[src/rtl/prog_loader.sv]
// -----------------------------------------------------------------------------
// prog_loader
//
// Boot-time program loader. Receives a program image over a UART line and
// writes it word by word into the core's instruction/data BRAM. The core is
// held in reset until the whole image has been written.
//
// Stream format (8N1 bytes, everything little-endian):
//   4 bytes  : program length in 32-bit words
//   4*N bytes: program words, word 0 first
//
// Parameters
//   CLKS_PER_BIT : clock cycles per UART bit (>= 8)
//   MAX_WORDS    : largest accepted program length in words
//
// Ports
//   clk        : single clock, rising edge
//   rst        : asynchronous active-high reset
//   rx         : UART serial input, idle high, asynchronous to clk
//   mem_we     : byte write enables to the BRAM (4'hF during a write cycle)
//   mem_addr   : BRAM byte address, word-aligned
//   mem_din    : BRAM write data
//   core_rst_n : active-low core reset, released when the load completes
//   done       : load completed (sticky until rst)
//   error      : load aborted by framing error or bad length (sticky until rst)
// -----------------------------------------------------------------------------
module prog_loader #(
    parameter int CLKS_PER_BIT = 868,
    parameter int MAX_WORDS    = 4096
) (
    input  logic        clk,
    input  logic        rst,
    input  logic        rx,
    output logic [3:0]  mem_we,
    output logic [31:0] mem_addr,
    output logic [31:0] mem_din,
    output logic        core_rst_n,
    output logic        done,
    output logic        error
);

    localparam int            TW        = $clog2(CLKS_PER_BIT + 1);
    localparam logic [TW-1:0] HALF_BIT  = TW'(CLKS_PER_BIT / 2);
    localparam logic [TW-1:0] LAST_TICK = TW'(CLKS_PER_BIT - 1);
    localparam logic [31:0]   MAX_LEN   = 32'(MAX_WORDS);

    typedef enum logic [1:0] {RX_IDLE, RX_START, RX_DATA, RX_STOP} rx_state_t;
    typedef enum logic [1:0] {L_LEN, L_DATA, L_DONE, L_ERR}        ld_state_t;

    // -------------------------------------------------------------------------
    // Input synchronizer (idles high so reset does not look like a start bit)
    // -------------------------------------------------------------------------
    logic rx_meta_q, rx_meta_d;
    logic rx_sync_q, rx_sync_d;

    always_comb begin
        rx_meta_d = rx;
        rx_sync_d = rx_meta_q;
    end

    always_ff @(posedge clk or posedge rst) begin
        if (rst) begin
            rx_meta_q <= 1'b1;
            rx_sync_q <= 1'b1;
        end else begin
            rx_meta_q <= rx_meta_d;
            rx_sync_q <= rx_sync_d;
        end
    end

    // -------------------------------------------------------------------------
    // UART receiver
    // -------------------------------------------------------------------------
    rx_state_t     rx_state_q, rx_state_d;
    logic [TW-1:0] timer_q, timer_d;
    logic [2:0]    bit_cnt_q, bit_cnt_d;
    logic [7:0]    shift_q, shift_d;
    logic          byte_valid_q, byte_valid_d;
    logic          frame_err_q, frame_err_d;

    always_comb begin
        rx_state_d   = rx_state_q;
        timer_d      = timer_q;
        bit_cnt_d    = bit_cnt_q;
        shift_d      = shift_q;
        byte_valid_d = 1'b0;
        frame_err_d  = 1'b0;
        case (rx_state_q)
            RX_IDLE: begin
                if (!rx_sync_q) begin
                    rx_state_d = RX_START;
                    timer_d    = '0;
                end
            end
            RX_START: begin
                // Re-check the line in the middle of the start bit; a high
                // level here means the falling edge was only a glitch.
                if (timer_q == HALF_BIT) begin
                    timer_d    = '0;
                    bit_cnt_d  = '0;
                    rx_state_d = rx_sync_q ? RX_IDLE : RX_DATA;
                end else begin
                    timer_d = timer_q + TW'(1);
                end
            end
            RX_DATA: begin
                if (timer_q == LAST_TICK) begin
                    timer_d = '0;
                    shift_d = {rx_sync_q, shift_q[7:1]};   // LSB arrives first
                    if (bit_cnt_q == 3'd7) begin
                        rx_state_d = RX_STOP;
                    end else begin
                        bit_cnt_d = bit_cnt_q + 3'd1;
                    end
                end else begin
                    timer_d = timer_q + TW'(1);
                end
            end
            RX_STOP: begin
                if (timer_q == LAST_TICK) begin
                    byte_valid_d = rx_sync_q;
                    frame_err_d  = !rx_sync_q;
                    rx_state_d   = RX_IDLE;
                    timer_d      = '0;
                end else begin
                    timer_d = timer_q + TW'(1);
                end
            end
            default: rx_state_d = RX_IDLE;
        endcase
    end

    always_ff @(posedge clk or posedge rst) begin
        if (rst) begin
            rx_state_q   <= RX_IDLE;
            timer_q      <= '0;
            bit_cnt_q    <= '0;
            shift_q      <= '0;
            byte_valid_q <= 1'b0;
            frame_err_q  <= 1'b0;
        end else begin
            rx_state_q   <= rx_state_d;
            timer_q      <= timer_d;
            bit_cnt_q    <= bit_cnt_d;
            shift_q      <= shift_d;
            byte_valid_q <= byte_valid_d;
            frame_err_q  <= frame_err_d;
        end
    end

    // -------------------------------------------------------------------------
    // Loader
    // -------------------------------------------------------------------------
    ld_state_t   ld_state_q, ld_state_d;
    logic [1:0]  byte_cnt_q, byte_cnt_d;
    logic [31:0] asm_q, asm_d;
    logic [31:0] asm_merged;
    logic [31:0] len_q, len_d;
    logic [31:0] word_idx_q, word_idx_d;
    logic [3:0]  mem_we_q, mem_we_d;
    logic [31:0] mem_addr_q, mem_addr_d;
    logic [31:0] mem_din_q, mem_din_d;
    logic        done_q, done_d;
    logic        error_q, error_d;
    logic        core_rst_n_q, core_rst_n_d;

    // The assembly word with the current received byte dropped into its lane.
    always_comb begin
        asm_merged = asm_q;
        asm_merged[{byte_cnt_q, 3'b000} +: 8] = shift_q;
    end

    always_comb begin
        ld_state_d = ld_state_q;
        byte_cnt_d = byte_cnt_q;
        asm_d      = asm_q;
        len_d      = len_q;
        word_idx_d = word_idx_q;
        mem_we_d   = 4'h0;
        mem_addr_d = mem_addr_q;
        mem_din_d  = mem_din_q;
        case (ld_state_q)
            L_LEN: begin
                if (frame_err_q) begin
                    ld_state_d = L_ERR;
                end else if (byte_valid_q) begin
                    asm_d      = asm_merged;
                    byte_cnt_d = byte_cnt_q + 2'd1;
                    if (byte_cnt_q == 2'd3) begin
                        len_d      = asm_merged;
                        word_idx_d = '0;
                        if (asm_merged == 32'd0) begin
                            ld_state_d = L_DONE;
                        end else if (asm_merged > MAX_LEN) begin
                            ld_state_d = L_ERR;
                        end else begin
                            ld_state_d = L_DATA;
                        end
                    end
                end
            end
            L_DATA: begin
                if (frame_err_q) begin
                    ld_state_d = L_ERR;
                end else begin
                    // Advance the word index during the write cycle so that
                    // done rises on the cycle right after the final write.
                    if (mem_we_q != 4'h0) begin
                        word_idx_d = word_idx_q + 32'd1;
                        if (word_idx_d == len_q) begin
                            ld_state_d = L_DONE;
                        end
                    end
                    if (byte_valid_q) begin
                        asm_d      = asm_merged;
                        byte_cnt_d = byte_cnt_q + 2'd1;
                        if (byte_cnt_q == 2'd3) begin
                            mem_we_d   = 4'hF;
                            mem_addr_d = word_idx_q << 2;
                            mem_din_d  = asm_merged;
                        end
                    end
                end
            end
            L_DONE: ld_state_d = L_DONE;
            L_ERR:  ld_state_d = L_ERR;
            default: ld_state_d = L_ERR;
        endcase

        // Status outputs are registered copies of the next state, so they
        // change exactly on the edge that enters the terminal state.
        done_d       = (ld_state_d == L_DONE);
        error_d      = (ld_state_d == L_ERR);
        core_rst_n_d = (ld_state_d == L_DONE);
    end

    always_ff @(posedge clk or posedge rst) begin
        if (rst) begin
            ld_state_q   <= L_LEN;
            byte_cnt_q   <= '0;
            asm_q        <= '0;
            len_q        <= '0;
            word_idx_q   <= '0;
            mem_we_q     <= 4'h0;
            mem_addr_q   <= '0;
            mem_din_q    <= '0;
            done_q       <= 1'b0;
            error_q      <= 1'b0;
            core_rst_n_q <= 1'b0;
        end else begin
            ld_state_q   <= ld_state_d;
            byte_cnt_q   <= byte_cnt_d;
            asm_q        <= asm_d;
            len_q        <= len_d;
            word_idx_q   <= word_idx_d;
            mem_we_q     <= mem_we_d;
            mem_addr_q   <= mem_addr_d;
            mem_din_q    <= mem_din_d;
            done_q       <= done_d;
            error_q      <= error_d;
            core_rst_n_q <= core_rst_n_d;
        end
    end

    assign mem_we     = mem_we_q;
    assign mem_addr   = mem_addr_q;
    assign mem_din    = mem_din_q;
    assign done       = done_q;
    assign error      = error_q;
    assign core_rst_n = core_rst_n_q;

endmodule

[config.mk]
export PLATFORM = sky130hd
export DESIGN_NAME = prog_loader
export DESIGN_NICKNAME = d
export VERILOG_FILES = /design/src/rtl/prog_loader.sv
export SDC_FILE = /design/constraint.sdc
export NUM_CORES = 1
export LEC_CHECK = 0
export CORE_MARGIN = 5
export CORE_UTILIZATION = 55
export CTS_CLUSTER_SIZE = 24
export DETAILED_ROUTE_END_ITERATION = 8
export GPL_TIMING_DRIVEN = 0
export HOLD_SLACK_MARGIN = 0.06
export PLACE_DENSITY_LB_ADDON = 0.2
export SKIP_CTS_REPAIR_TIMING = 1
export SLEW_MARGIN = 15
export SYNTH_ARGS = -nofsm -noshare
export SYNTH_HDL_FRONTEND = slang
export SYNTH_SLANG_ARGS = --single-unit
[constraint.sdc]
create_clock -name clk -period 7.36 [get_ports clk]
set_input_delay 1.472 -clock clk [delete_from_list [all_inputs] [get_ports clk]]
set_output_delay 1.472 -clock clk [all_outputs]
set_load 0.03 [all_outputs]
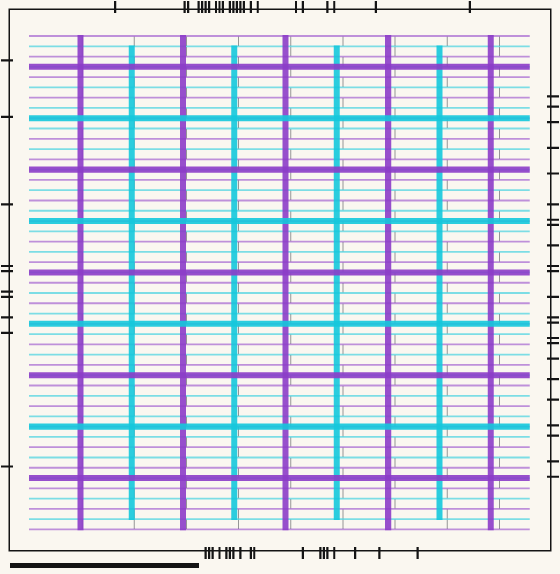
run_1/pdn.png
Bar = 50 um. Pins as bars on the die edge. Tap cells in gray.
- purple: VSS
- cyan: VDD
- rows: 48
- met5 straps: 9
- tap cells: 225
- met4 straps: 9

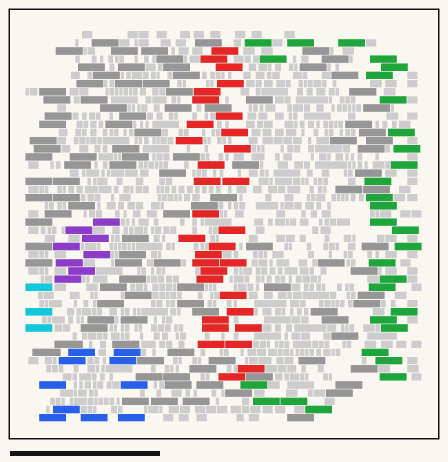
run_1/registers.png
Bar = 50 um. Other sequential cells in the stronger gray, the rest of the logic in the fainter gray.
- purple: shift_q (flops 8; where middle left)
- cyan: bit_cnt_q (flops 3)
- red: len_q (flops 32; where a column down the middle)
- green: mem_addr (flops 30)
- blue: timer_q (flops 10; where lower left)
- not colored: 109

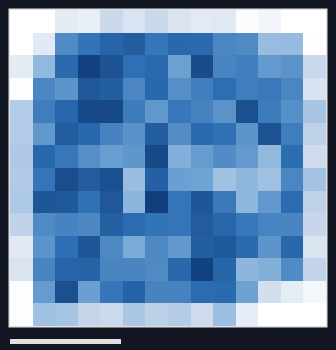
run_1/density.png
Bar = 50 um. The die is cut into 14 by 14 equal tiles; white is low, dark blue is high, 0 to 100% covered.
- mean over tiles: 55%
- fullest tile: 94%
- nearly empty tiles: 6.6%

==> metrics.yaml, run 1 <==
status:
  outcome: "finished clean"
job:
  tool_warnings: 33
placed_design:
  placed_area_um2: 10760
  buffer_ports.inserted: 71
worst_setup_path:
  critPathTopFamily: "simple AND/OR/NAND/NOR gates"
  cp.required_ps: 7720
  timing.reg2reg.setup_slack_ps: 4060
  r2r_end: "core_rst_n$_DFF_PP0_"
  critical_path.n_buffers_inverters: 0
  type_of_element_capturing_the_critical_path: "register"
  reg2reg_depth: 9
  path_cells: "ha_1 > nand3_1 > nor4_2 > nand3_1 > xor2_1 > a211o_1 > nor4_4 > a41oi_1 > a21oi_1"
  max_stage_delay_ps: 660
  critical_path_cell_count: 9
  cp_common_cell: "nand3_1"
  worstPathMaxFanout: 8
  regToRegStartpoint: "word_idx_q[0]$_DFFE_PP0P_"
  worst_setup_path_start_kind: "register"
  critical_path_arrival_ps: 3650
  criticalPathCategory: "register to register"
hold_path:
  hold_path.class: "register to register"
  worst_min_delay_path_startpoint: "rx_meta_q$_DFF_PP1_"
  worstHoldEndpoint: "rx_sync_q$_DFF_PP1_"
power:
  max-vdd-ir-drop_uv: 163.7
  p_per_area_nw_per_um2: 184.6
final_timing:
  clock-skew-final_ps: 7.564
  max_freq_mhz: 303.4
  totalNegativeSetupSlack_ps: 0
  period_needed_ps: 3296
  finalMaxSlewViolations: 0
  slew_headroom: 0.4179
  grt_setup_unrepaired: "false"
  layout_worst_path_cycle_share: 0.4478
  report.final.hold_viol_count: 0
  report.final.setup_viol: 0
layout:
  area_growth_pct: 17.50
  layout.cell_area.non_filler_um2: 11410
  num-nets-final: 1142
  antenna_cells: 0
  lay_top_cells: "dfrtp_1, nand2_1, o21ai_0"
  lay_top_count: "dfrtp_1"
  drive_gt1_frac: 0.09282
logic_synthesis:
  synth.yosys.seq_area_share: 0.4950
  edf_count: 0
  synth_async_sr_flop_share: 1.000
  yosysWarnings: 0
  dominantRegCellSynth: "dfrtp_1"
  area_leaders: "dfrtp_1, o21ai_0, nand2_1"
  syn_avg_cell_area_um2: 9.374
  postSynthRegisterBits: 192
route:
  dr.pass1.iters: 6
  detail_route_antenna_nets: 0
  routed_wire_length_per_instance_um: 18.43
  via_count: 8078
  drc: 0
  postRouteWirelength_um: 25200
  vias_per_cell: 5.909
  dr.first_iter.drc_count: 833
clock_network:
  cts_clock_pin_slew_for_the_worst_setup_and_hold_paths_ps: 70
  cts_inserted_buffers: 17
  clock_tree_from_tritoncts: "built"
  clock_latency_ps: 440
global_routing:
  grt_max_degree: 114
  grt_pass1_vias: 7816
  grt_first_pass_wirelength_um: 41590
  grt_antenna_before_repair: 0
floorplanning:
  chip_area_um2: 20410
  floorplan.initialDensity: 0.5615
  fp-row-count: 48
[run 1: metal layers]
layer	GRT usage	vias up	wire [um]
li1	-	3825	-
met1	0.3611	3914	11010
met2	0.4083	277	12090
met3	0.03550	62	1359
met4	0.1071	0	735
met5	0	-	0
[run 1: worst register-to-register path, cell delays in order (launching register included)]
cell,delay (ps)
dfrtp_1,480
ha_1,340
nand3_1,220
nor4_2,670
nand3_1,270
xor2_1,210
a211o_1,330
nor4_4,340
a41oi_1,170
a21oi_1,190
[run 1: cell families after synthesis]
group,count (synthesis),synth area share
AND-OR/OR-AND,270,0.1614
XOR/XNOR,49,0.04419
adder cells (fa/ha/maj),10,0.01288
buffers and inverters,99,0.04264
flip-flops,192,0.4950
multiplexers,39,0.04471
other,1,0.0003861
AND/OR/NAND/NOR,376,0.1988
[run 1: through the flow]
step                      utilization  hold slack [ps]  setup WS [ps]  power, mW  std cells
after detailed placement       0.6218            347.2           4123      1.103       1335
final                          0.6597            356.1           4064      2.106       1367
after floorplan                     -            345.2          664.1      1.094       1037
after CTS                      0.6597            357.7           4093      2.118       1367
after global placement         0.6191            346.6          -1765      1.101       1333
after global routing           0.6597            359.5           3824      2.164       1367
[run 1: worst max path at each step]
stage,from,to
after floorplan,rst,async pin
after global placement,rst,mem_din[18]$_DFFE_PP0P_
after detailed placement,byte_cnt_q[0]$_DFFE_PP0P_,error$_DFF_PP0_
after CTS,byte_cnt_q[0]$_DFFE_PP0P_,error$_DFF_PP0_
after global routing,byte_cnt_q[0]$_DFFE_PP0P_,error$_DFF_PP0_
final,word_idx_q[0]$_DFFE_PP0P_,core_rst_n$_DFF_PP0_
[run 1: where the power goes]
| part | switching (mW) | internal (mW) | leakage [nW] |
|---|---|---|---|
| Combinational | 0.0219 | 0.00343 | 1.93 |
| Sequential | 0.000422 | 1.06 | 2.66 |
| Clock | 0.417 | 0.608 | 0.316 |
| Total | 0.439 | 1.67 | 4.91 |
[run 1: flip-flops by register name, summed over array words and instances (netlist names), 2 cells and up, named ones only]
name,flops
ld_state_q,2
mem_din,32
word_idx_q,32
shift_q,8
len_q,32
timer_q,10
mem_addr,30
asm_q,32
bit_cnt_q,3
byte_cnt_q,2
[run 1: synth_stat cells, drive strengths merged, types with 17 or more instances]
cell type	n
nand3	31
nor4	17
nor2	43
nor3	17
clkbuf	60
mux2	35
a21oi	30
xnor2	36
nor2b	37
nand2	162
buf	23
a31oi	29
dfrtp	190
o21ai	155
[run 1: cell type report]
type                       instances  area [um^2]
fill                            1425         5886
sequential                       192         4807
multi-input combinational        746         4499
timing repair buffer              73        745.7
clock buffer                      21        480.5
buffer                            83        354.1
tap                              225        281.5
clock inverter                    11        175.2
inverter                          16        67.56
## Run 2: what changed since run 1
- clock period: 7.36 -> 3.45 ns (I/O delays scaled with it)
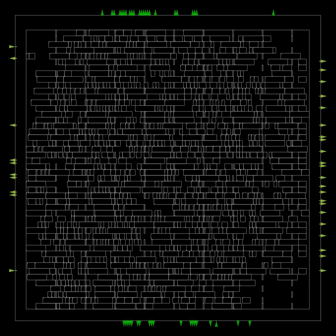
run_2/final_placement.png
share of cell area taken by flip-flops and latches: 0.4194
count of fill cells added during filler insertion: 1464
Well-Tap Cells: 225

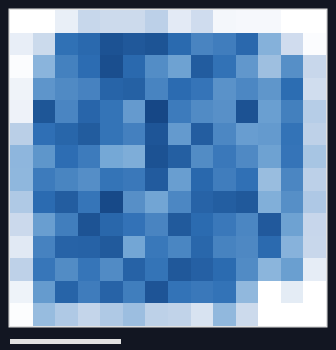
run_2/density.png
Bar = 50 um. The die is cut into 14 by 14 equal tiles; white is low, dark blue is high, 0 to 100% covered.
- tiles over 75% full: 26%
- fullest tile: 91%
- mean over tiles: 55%
- densest ninth of the die: center
- nearly empty tiles: 6.1%

==> run 2 against run 1 <==
Effect of this change:
- total power rose by 110%
- non-clock buffer count rose by 4
- final cell count rose by 0.15%
- first-iteration DRC count grew 0.48%
- critical path depth up 1
- sequential power is 110% higher
- worst setup slack lost 3800 ps
- clock power is 99% higher
- count of clock-buffer cells in the layout shrank 1
- sequential cell count unchanged
- register-to-register slack got worse by 3800 ps
==> metrics.yaml, run 2 <==
status:
  outcome: "finished clean"  # unchanged
final_timing:
  totalNegativeSetupSlack_ps: 0  # unchanged
  period_needed_ps: 3178  # was 3296 ps
  clock-skew-final_ps: 8.524  # was 7.564 ps
  finalMaxSlewViolations: 0  # unchanged
  hold-worst-slack_ps: 359.5  # was 356.1 ps
  report.final.setup_viol: 0  # unchanged
  report.final.hold_viol_count: 0  # unchanged
  slew_headroom: 0.3862  # was 0.4179
  grt_setup_unrepaired: "false"  # unchanged
  max_freq_mhz: 314.6  # was 303.4 MHz
  layout_setup_ws_ps: 271.8  # was 4064 ps
  layout_worst_path_cycle_share: 0.9212  # was 0.4478
hold_path:
  hold_path.class: "register to register"  # unchanged
logic_synthesis:
  yosysWarnings: 0  # unchanged
  synth.top_cells.by_count: "dfrtp_1, nand2_1, o21ai_0, clkbuf_1, nor2_1"  # unchanged
  synth_async_sr_flop_share: 1.000  # unchanged
  edf_count: 0  # unchanged
  yosysMostFrequentCell: "dfrtp_1"  # unchanged
  dominantRegCellSynth: "dfrtp_1"  # unchanged
  syn_avg_cell_area_um2: 9.374  # unchanged
  synth.yosys.seq_area_share: 0.4950  # unchanged
  postSynthRegisterBits: 192  # unchanged
  area_leaders: "dfrtp_1, o21ai_0, nand2_1"  # unchanged
route:
  via_count: 8143  # was 8078
  dr.pass1.iters: 6  # unchanged
  drc: 0  # unchanged
  dr.first_iter.drc_count: 837  # was 833
  vias_per_cell: 5.948  # was 5.909
  routed_wire_length_per_instance_um: 18.50  # was 18.43 um
  detail_route_antenna_nets: 0  # unchanged
  postRouteWirelength_um: 25330  # was 25200 um
global_routing:
  grt_pass1_vias: 7904  # was 7816
  grt_antenna_before_repair: 0  # unchanged
  grt_first_pass_wirelength_um: 41860  # was 41590 um
  grt_max_degree: 36  # was 114
layout:
  drive_gt1_frac: 0.09703  # was 0.09282
  num-nets-final: 1146  # was 1142
  area_growth_pct: 18.02  # was 17.50%
  lay_top_cells: "dfrtp_1, nand2_1, o21ai_0"  # unchanged
  utilization: 0.6627  # was 0.6597
  layout.cell_area.non_filler_um2: 11460  # was 11410 um^2
  instances_no_fill: 1369  # was 1367
  antenna_cells: 0  # unchanged
  lay_top_count: "dfrtp_1"  # unchanged
placed_design:
  dp_slack_ps: 196.5  # was 4123 ps
  hpwl_um: 18420  # was 17900 um
  buffer_ports.inserted: 71  # unchanged
  placed_cells_incl_taps: 1339  # was 1335
  placed_area_um2: 10840  # was 10760 um^2
clock_network:
  cts_num_sinks: 192  # unchanged
  clock_latency_ps: 440  # about the same
  clock_tree_from_tritoncts: "built"  # unchanged
  cts_inserted_buffers: 17  # unchanged
  cts_clock_pin_slew_for_the_worst_setup_and_hold_paths_ps: 70  # about the same
power:
  post-layout-total-power_mw: 4.354  # was 2.106 mW
  p_per_area_nw_per_um2: 379.9  # was 184.6 nW/um^2
  max-vdd-ir-drop_uv: 351.9  # was 163.7 uV
  static-leakage-power_nw: 4.935  # was 4.907 nW
worst_setup_path:
  type_of_element_capturing_the_critical_path: "register"  # unchanged
  criticalPathCategory: "register to register"  # unchanged
  worstPathMaxFanout: 8  # unchanged
  worst_setup_path_start_kind: "register"  # unchanged
  critPathTopFamily: "simple AND/OR/NAND/NOR gates"  # unchanged
  critical_path_arrival_ps: 3520  # was 3650 ps
  critical_path.n_buffers_inverters: 1  # was 0
  max_stage_delay_ps: 490  # was 660 ps
  cp_common_cell: "and3_1"  # was nand3_1
  path_cells: "ha_2 > and3_1 > and3_1 > clkbuf_1 > nand3_1 > xnor2_1 > a311o_1 > nor4_4 > a41oi_1 > a21oi_1"  # was ha_1 > nand3_1 > nor4_2 > nand3_1 > xor2_1 > a211o_1 > nor4_4 > a41oi_1 > a21oi_1
  cp.required_ps: 3790  # was 7720 ps
floorplanning:
  fp-row-count: 48  # unchanged
  floorplan.initialDensity: 0.5615  # unchanged
  design.portCount: 74  # unchanged
  die.size.y_um: 142.9  # unchanged
  chip_area_um2: 20410  # unchanged
job:
  tool_warnings: 31  # was 33
## run 2: layout make-up
class	instances	area (um^2)
inverter	16	63.81
timing repair buffer	77	830.8
clock inverter	10	135.1
buffer	83	354.1
clock buffer	20	466.7
multi-input combinational	746	4523
tap	225	281.5
sequential	192	4807
fill	1464	5834
## run 2: cell families (layout without fill, tap and decap cells)
logic type                 after synthesis  in the layout  share of synthesized area
and+or+nand+nor                        376            376                     0.1988
AOI/OAI and AO/OA                      270            270                     0.1614
DFF                                    192            192                     0.4950
buffers and inverters                   99            206                    0.04264
xor gates and xnor gates                49             49                    0.04419
muxes                                   39             39                    0.04471
adders and majority gates               10             10                    0.01288
other                                    1              2                  0.0003861
## run 2: path summary, 6_finish.rpt
kind / startpoint / end / slack [ps] / depth (start not counted)
min reg2reg: rx_meta_q$_DFF_PP1_ / rx_sync_q$_DFF_PP1_ / 360 / 0
max reg2reg: word_idx_q[0]$_DFFE_PP0P_ / core_rst_n$_DFF_PP0_ / 270 / 10
min in group asynchronous: rst / mem_addr[3]$_DFFE_PP0P_ / 660 / 2
max in group asynchronous: rst / mem_addr[28]$_DFFE_PP0P_ / 2030 / 4
max: word_idx_q[0]$_DFFE_PP0P_ / core_rst_n$_DFF_PP0_ / 270 / 10
min: rx_meta_q$_DFF_PP1_ / rx_sync_q$_DFF_PP1_ / 360 / 0
## run 2: power by group
| group | internal [mW] | switching (mW) |
|---|---|---|
| clock | 1.19 | 0.846 |
| sequential | 2.25 | 0.000975 |
| combinational | 0.0175 | 0.0488 |
| total | 3.46 | 0.896 |
## run 2: layer usage
layer,global-route usage,wire [um],up-vias
met5,0,0,-
met1,0.3532,10890,3923
met4,0.09805,820,0
met3,0.04521,1369,65
met2,0.4169,12250,315
li1,-,-,3840
## Run 3: what changed since run 2
- CORE_MARGIN: 5 -> 1
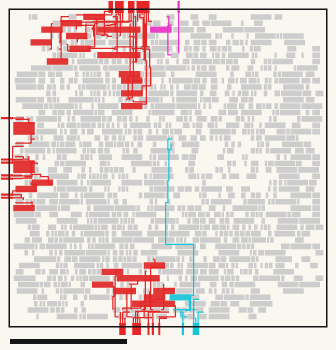
run_3/port_nets.png
Bar = 50 um.
- red: mem_din (direction output; edge 15 top, 10 bottom, 7 left; end cells 32; buffers 32; wire 956 um)
- magenta: done (direction output; edge top; end cells 1; buffers 2; wire 40.9 um)
- cyan: mem_we (direction output; edge bottom; end cells 1; buffers 7; wire 144 um)
number of input and output port buffers inserted: 71
boundary pin count: 74

==> run 3 against run 2 <==
Effect of this change:
- count of clock-buffer cells in the layout fell by 2
- routed wire length rose by 0.22%
- area after synthesis did not move
- via count rose by 0.22%
- critical endpoint unchanged
- highest routed layer unchanged
==> metrics.yaml, run 3 <==
status:
  outcome: "finished clean"  # unchanged
global_routing:
  grt_first_pass_wirelength_um: 40950  # was 41860 um
  grt_pass1_vias: 7687  # was 7904
  grt_antenna_before_repair: 0  # unchanged
  grt_max_degree: 37  # was 36
  globalRouteTotalUtil: 0.2947  # was 0.2589
  globalRoute.totalOverflow: 0  # unchanged
power:
  seq_power_share: 0.511  # was 0.518
  fraction_of_power_consumed_by_combinational_cells: 0.016  # was 0.015
  p_switching_mw: 0.9634  # was 0.8958 mW
  max-vdd-ir-drop_uv: 362.6  # was 351.9 uV
  p_clk_frac: 0.473  # was 0.467
  p_per_area_nw_per_um2: 383.3  # was 379.9 nW/um^2
  cell_internal_pwr_mw: 3.444  # was 3.459 mW
  switching_part_of_the_total: 0.2186  # was 0.2057
  static-leakage-power_nw: 4.953  # was 4.935 nW
  post-layout-total-power_mw: 4.407  # was 4.354 mW
logic_synthesis:
  ys_sh_aoi: 0.1614  # unchanged
  area_leaders: "dfrtp_1, o21ai_0, nand2_1"  # unchanged
  synthCells: 1036  # unchanged
  yosysMostFrequentCell: "dfrtp_1"  # unchanged
  synth.logic.top_family: "simple AND/OR/NAND/NOR gates"  # unchanged
  synth.yosys.seq_area_share: 0.4950  # unchanged
  synth_async_sr_flop_share: 1.000  # unchanged
  synth.cellmix.xorXnorShare: 0.04419  # unchanged
  yosys.stat.chipArea_um2: 9712  # unchanged
  synth_area_um2: 9712  # unchanged
  syn_avg_cell_area_um2: 9.374  # unchanged
  netlist.area_leader.share: 0.4896  # unchanged
  post_synth_mux_area_share: 0.04470  # unchanged
  cell_accounting_for_the_most_synthesized_area: "dfrtp_1"  # unchanged
  edf_count: 0  # unchanged
  synth.lib_cells_used.distinct: 67  # unchanged
  synthSimpleGateAreaFrac: 0.1988  # unchanged
  synth.cellmix.adderShare: 0.01288  # unchanged
  yosysWarnings: 0  # unchanged
  synth-cells-yosys: 1036  # unchanged
  synth.top_cells.by_count: "dfrtp_1, nand2_1, o21ai_0, clkbuf_1, nor2_1"  # unchanged
  dominantRegCellSynth: "dfrtp_1"  # unchanged
  postSynthRegisterBits: 192  # unchanged
final_timing:
  max_freq_mhz: 309.9  # was 314.6 MHz
  slew_headroom: 0.3297  # was 0.3862
  layout_worst_path_cycle_share: 0.9354  # was 0.9212
  tightest_slew_ps: 1003  # was 915.8 ps
  period_needed_ps: 3227  # was 3178 ps
  finalMaxSlewViolations: 0  # unchanged
  grt_setup_unrepaired: "false"  # unchanged
  layout_setup_ws_ps: 223.0  # was 271.8 ps
  report.final.hold_viol_count: 0  # unchanged
  report.final.setup_viol: 0  # unchanged
  clock-skew-final_ps: 5.799  # was 8.524 ps
worst_setup_path:
  r2r_end: "core_rst_n$_DFF_PP0_"  # unchanged
  critical_path_arrival_ps: 3580  # was 3520 ps
  criticalPathCategory: "register to register"  # unchanged
  endpoint: "core_rst_n$_DFF_PP0_"  # unchanged
  type_of_element_capturing_the_critical_path: "register"  # unchanged
  cp.required_ps: 3800  # was 3790 ps
  worstPathMaxFanout: 8  # unchanged
  timing.reg2reg.setup_slack_ps: 220  # was 270 ps
  reg2reg_depth: 9  # was 10
  regToRegStartpoint: "word_idx_q[0]$_DFFE_PP0P_"  # unchanged
  worst_setup_path_start_kind: "register"  # unchanged
  worst_setup_path_startpoint: "word_idx_q[0]$_DFFE_PP0P_"  # unchanged
hold_path:
  hold_path.class: "register to register"  # unchanged
  hold_path_depth: 0  # unchanged
clock_network:
  clock_tree_from_tritoncts: "built"  # unchanged
  cts_inserted_buffers: 17  # unchanged
  cts_root_buffer: "clkbuf_16"  # unchanged
  cts_num_sinks: 192  # unchanged
  htreeDepth: 4  # unchanged
  cts_clock_pin_slew_for_the_worst_setup_and_hold_paths_ps: 70  # about the same
  max-clock-path-buffers: 2  # unchanged
  clock_latency_ps: 450  # was 440 ps
floorplanning:
  fp-row-count: 48  # unchanged
  die.size.x_um: 134.9  # was 142.9 um
  die.size.y_um: 134.9  # was 142.9 um
  chip_area_um2: 18190  # was 20410 um^2
  floorplan.initialDensity: 0.5615  # unchanged
route:
  postRouteWirelength_um: 25380  # was 25330 um
  detail_route_antenna_nets: 0  # unchanged
  dr.first_iter.drc_count: 660  # was 837
  drc: 0  # unchanged
  via_count: 8161  # was 8143
  vias_per_cell: 5.948  # about the same
  dr.pass1.iters: 7  # was 6
  routed_wire_length_per_instance_um: 18.50  # about the same
layout:
  lay_top_count: "dfrtp_1"  # unchanged
  lay_top_cells: "dfrtp_1, nand2_1, o21ai_0"  # unchanged
  area_growth_pct: 18.40  # was 18.02%
  antenna_cells: 0  # unchanged
  utilization: 0.6648  # was 0.6627
  num-nets-final: 1147  # was 1146
  drive_gt1_frac: 0.09852  # was 0.09703
  layout.cell_area.non_filler_um2: 11500  # was 11460 um^2
job:
  tool_warnings: 31  # unchanged
  count_of_max_cap_constraint_violations: 0  # unchanged
placed_design:
  gp_congestion: 0.9172  # was 0.9576
  hpwl_um: 18400  # was 18420 um
  dp_slack_ps: 194.6  # was 196.5 ps
  placed_area_um2: 10860  # was 10840 um^2
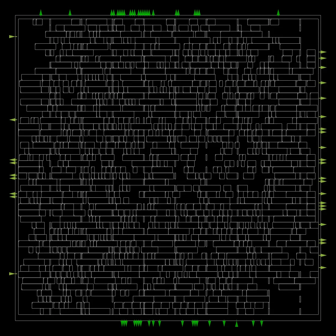
run_3/final_placement.png
count of fill cells added during filler insertion: 1417
number of sequential cells in the layout: 192
share of cell area taken by flip-flops and latches: 0.4181
Floorplan Core Area: 17300 um^2
non-filler instance count after layout: 1372

==> run 3: logic make-up (layout without fill, tap and decap cells) <==
kind of cell	after synthesis	after routing
buffers and inverters	99	209
AOI/OAI and AO/OA	270	270
muxes	39	39
other	1	2
adders and majority gates	10	10
DFF	192	192
xor gates and xnor gates	49	49
and+or+nand+nor	376	376
==> run 3: power by group through the flow <==
stage               Combinational, mW  Clock, mW  Sequential (mW)
floorplan                      0.0379          0             2.30
global placement               0.0525          0             2.30
detailed placement             0.0722          0             2.30
CTS                            0.0723       2.11             2.25
global route                   0.0795       2.19             2.25
finish                         0.0690       2.09             2.25
==> run 3: worst min path at each step <==
stage	end	startpoint
detailed placement	rx_sync_q$_DFF_PP1_	rx_meta_q$_DFF_PP1_
floorplan	rx_sync_q$_DFF_PP1_	rx_meta_q$_DFF_PP1_
global placement	rx_sync_q$_DFF_PP1_	rx_meta_q$_DFF_PP1_
finish	rx_sync_q$_DFF_PP1_	rx_meta_q$_DFF_PP1_
global route	rx_sync_q$_DFF_PP1_	rx_meta_q$_DFF_PP1_
CTS	rx_sync_q$_DFF_PP1_	rx_meta_q$_DFF_PP1_
==> run 3: per-layer routing <==
metal | share of wire | vias up | track usage
li1 | - | 3841 | -
met1 | 0.44 | 3962 | 0.4007
met2 | 0.49 | 295 | 0.4840
met3 | 0.052 | 63 | 0.04580
met4 | 0.026 | 0 | 0.09675
met5 | 0 | - | 0
==> run 3: final cells by class <==
cell class	instances	area, um^2	area share
buffer	83	354.1	0.03079
clock buffer	18	439.2	0.03819
clock inverter	14	178.9	0.01556
inverter	16	63.81	0.005550
multi-input combinational	746	4521	0.3931
sequential	192	4807	0.4181
tap	225	281.5	0.02448
timing repair buffer	78	853.3	0.07421
==> run 3: per-stage QoR <==
| step | hold WS, ps | instances | TNS (ps) |
|---|---|---|---|
| finish | 360.1 | 1372 | 0 |
| global route | 367.4 | 1372 | 0 |
| CTS | 362.3 | 1372 | 0 |
| detailed placement | 351.9 | 1340 | 0 |
| global placement | 346.4 | 1333 | -232820 |
| floorplan | 345.2 | 1037 | 0 |
==> run 3: worst max-delay path, stage by stage, from the launching register on <==
cell	delay, ps
dfrtp_1	480
ha_1	330
and3_1	290
nand3_1	260
a2111oi_0	510
nor3_1	120
or3_1	390
nor4_2	370
a41oi_1	170
a21oi_1	210
No activity file was given, so power comes from the tool's default toggle rates.
